registers.png
The bar under the picture is 100 um long. Other sequential cells in the stronger gray, the rest of the logic in the fainter gray.
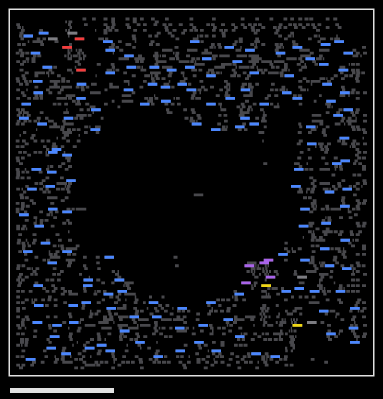
final_congestion.png
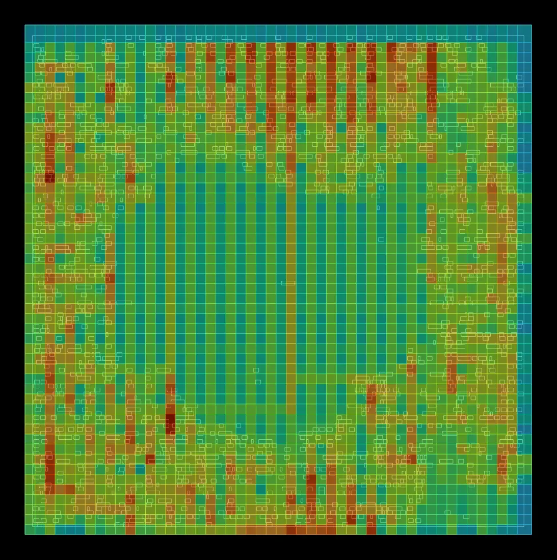
clock_map.png
The bar under the picture is 100 um long.
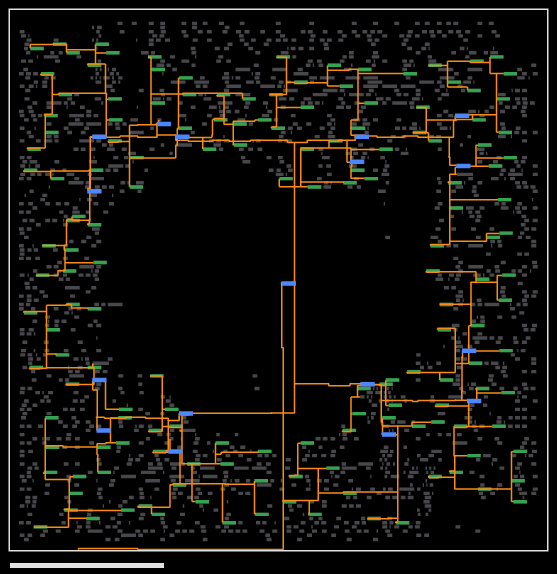
$ cat config.mk
export PLATFORM = sky130hd
export DESIGN_NAME = ring_inj_scheduler
export DESIGN_NICKNAME = d
export VERILOG_FILES = /design/src/rtl/ring_inj_scheduler.sv
export SDC_FILE = /design/constraint.sdc
export NUM_CORES = 1
export LEC_CHECK = 0
export CAP_MARGIN = 30
export CELL_PAD_IN_SITES_DETAIL_PLACEMENT = 1
export CELL_PAD_IN_SITES_GLOBAL_PLACEMENT = 2
export CORE_AREA = 5 5 343 345
export DETAILED_ROUTE_END_ITERATION = 12
export DIE_AREA = 0 0 348 350
export GPL_ROUTABILITY_DRIVEN = 0
export PLACE_DENSITY_LB_ADDON = 0.1
export SYNTH_ARGS = -nofsm -noshare
export SYNTH_HDL_FRONTEND = slang
export SYNTH_SLANG_ARGS = --single-unit
$ cat constraint.sdc
create_clock -name clk -period 13.35 [get_ports clk]
set_input_delay 2.67 -clock clk [delete_from_list [all_inputs] [get_ports clk]]
set_output_delay 2.67 -clock clk [all_outputs]
set_load 0.1 [all_outputs]
$ cat src/rtl/ring_inj_scheduler.sv
// Local-side controller for a bufferless ring router: round-robin injection
// arbiter with a single held flit, ejection sink occupancy tracking and error flags.
module ring_inj_scheduler #(
  parameter int unsigned NREQ         = 4,
  parameter int unsigned FLIT_W       = 144,
  parameter int unsigned VALID_BIT    = 11,
  parameter int unsigned EJ_DEPTH     = 4,
  parameter int unsigned STARVE_LIMIT = 16
) (
  input  logic                             clk,
  input  logic                             rst,
  input  logic [NREQ*FLIT_W-1:0]           req_flit,
  input  logic [NREQ-1:0]                  req_valid,
  output logic [NREQ-1:0]                  req_ready,
  output logic [FLIT_W-1:0]                inj,
  input  logic                             accept,
  input  logic                             push,
  input  logic [FLIT_W-1:0]                eject,
  input  logic                             ej_pop,
  output logic                             bfull,
  output logic [$clog2(EJ_DEPTH+1)-1:0]    ej_count,
  output logic                             starve,
  output logic                             err_drop,
  output logic                             err_ovf
);

  localparam int unsigned PW = $clog2(NREQ);
  localparam int unsigned CW = $clog2(EJ_DEPTH+1);
  localparam int unsigned SW = $clog2(STARVE_LIMIT+1);

  typedef enum logic {IDLE, OFFER} state_t;

  state_t              state;
  logic [PW-1:0]       rr_ptr;
  logic [PW-1:0]       grant_idx;
  logic                grant_any;
  logic                do_grant;
  logic [FLIT_W-1:0]   grant_flit;
  logic [SW-1:0]       starve_cnt;
  logic [SW-1:0]       starve_nxt;
  logic [CW-1:0]       ej_nxt;
  logic                ovf_set;
  logic                push_ok;
  logic                eject_unused;

  // Only the valid bit of the ejected flit matters here.
  assign eject_unused = ^eject;

  always_comb begin
    int unsigned idx;
    idx       = 0;
    grant_any = 1'b0;
    grant_idx = '0;
    for (int unsigned k = 0; k < NREQ; k++) begin
      idx = (32'(rr_ptr) + k) % NREQ;
      if (!grant_any && req_valid[PW'(idx)]) begin
        grant_any = 1'b1;
        grant_idx = PW'(idx);
      end
    end
  end

  // A new grant is possible from IDLE, or in OFFER on the accept cycle (zero bubble).
  assign do_grant   = grant_any && (state == IDLE || accept) && !rst;
  assign req_ready  = do_grant ? (NREQ'(1) << grant_idx) : '0;
  assign grant_flit = req_flit[grant_idx*FLIT_W +: FLIT_W];

  always_comb begin
    starve_nxt = starve_cnt;
    if (state == OFFER) begin
      if (accept)
        starve_nxt = '0;
      else if (starve_cnt != SW'(STARVE_LIMIT))
        starve_nxt = starve_cnt + 1'b1;
    end
  end

  always_ff @(posedge clk or posedge rst) begin
    if (rst) begin
      state      <= IDLE;
      rr_ptr     <= '0;
      inj        <= '0;
      err_drop   <= 1'b0;
      starve_cnt <= '0;
      starve     <= 1'b0;
    end else begin
      err_drop   <= 1'b0;
      starve_cnt <= starve_nxt;
      starve     <= (starve_nxt == SW'(STARVE_LIMIT));
      if (do_grant) begin
        rr_ptr <= PW'((32'(grant_idx) + 32'd1) % NREQ);
        if (grant_flit[VALID_BIT]) begin
          state <= OFFER;
          inj   <= grant_flit;
        end else begin
          state    <= IDLE;
          inj      <= '0;
          err_drop <= 1'b1;
        end
      end else if (state == OFFER && accept) begin
        state <= IDLE;
        inj   <= '0;
      end
    end
  end

  always_comb begin
    push_ok = push && eject[VALID_BIT];
    ej_nxt  = ej_count;
    ovf_set = push && !eject[VALID_BIT];
    if (push_ok && !ej_pop) begin
      if (ej_count == CW'(EJ_DEPTH))
        ovf_set = 1'b1;
      else
        ej_nxt = ej_count + 1'b1;
    end else if (ej_pop && !push_ok) begin
      if (ej_count == '0)
        ovf_set = 1'b1;
      else
        ej_nxt = ej_count - 1'b1;
    end
  end

  always_ff @(posedge clk or posedge rst) begin
    if (rst) begin
      ej_count <= '0;
      bfull    <= 1'b0;
      err_ovf  <= 1'b0;
    end else begin
      ej_count <= ej_nxt;
      bfull    <= (ej_nxt == CW'(EJ_DEPTH));
      if (ovf_set)
        err_ovf <= 1'b1;
    end
  end

endmodule

==> summary.txt <==
fresh numbers from the pnr run: main kind of combinational logic by area=AND-OR/OR-AND gates, EDFF count, synth=0, Worst path top cell family by delay=buffers and inverters, status=finished, final reports clean, non-filler cells, final=3216, final-layout clock buffer total=23, sum of negative setup slack=0 ps, core footprint=114000 um2, Area leader share=0.394, Yosys Chip Area=10000 um2, Core Density at Floorplan=0.0881, R2R Path End=inj[20], min Tclk post-route=8230 ps, met3 WL=9210 um, Max-Cap Viols=0, ys async rst share=1.00, final setup vio count=0, R2R setup slack=9460 ps, P_clk=601 uW, synthesis-to-finish area growth=114%, register with the most flip-flops=inj, vias in the first global route=13200, Switching Share=0.544, flops & latches, synth=158, Congestion Overflow GR=0, Post-synth top cells=dfrtp_1 (158), inv_1 (155), mux2i_1 (145), max reg flops=144
Notes on registers.png above:
Key: `ej_count` = red [sequential cells 3]; `rr_ptr` = yellow [sequential cells 2]; `inj` = blue [sequential cells 144, where spread over the die]; `starve_cnt` = purple [sequential cells 5]

Notes on final_congestion.png above:
met3 Track Usage GR: 0.0747
GRT met1 Usage: 0.135
final core occ: 0.189
GRT Total Usage: 0.126
post-DR wirelength/cell: 25.0 um

Notes on clock_map.png above:
Key: cells driving clock nets = blue [count 17]; flip-flops = green [count 158]; clock wires = orange [length 4560 um]
There are 18 routed clock nets. Position of the flops: spread over the die.

Power figures rest on the tool's default switching activity, not on a simulated workload.
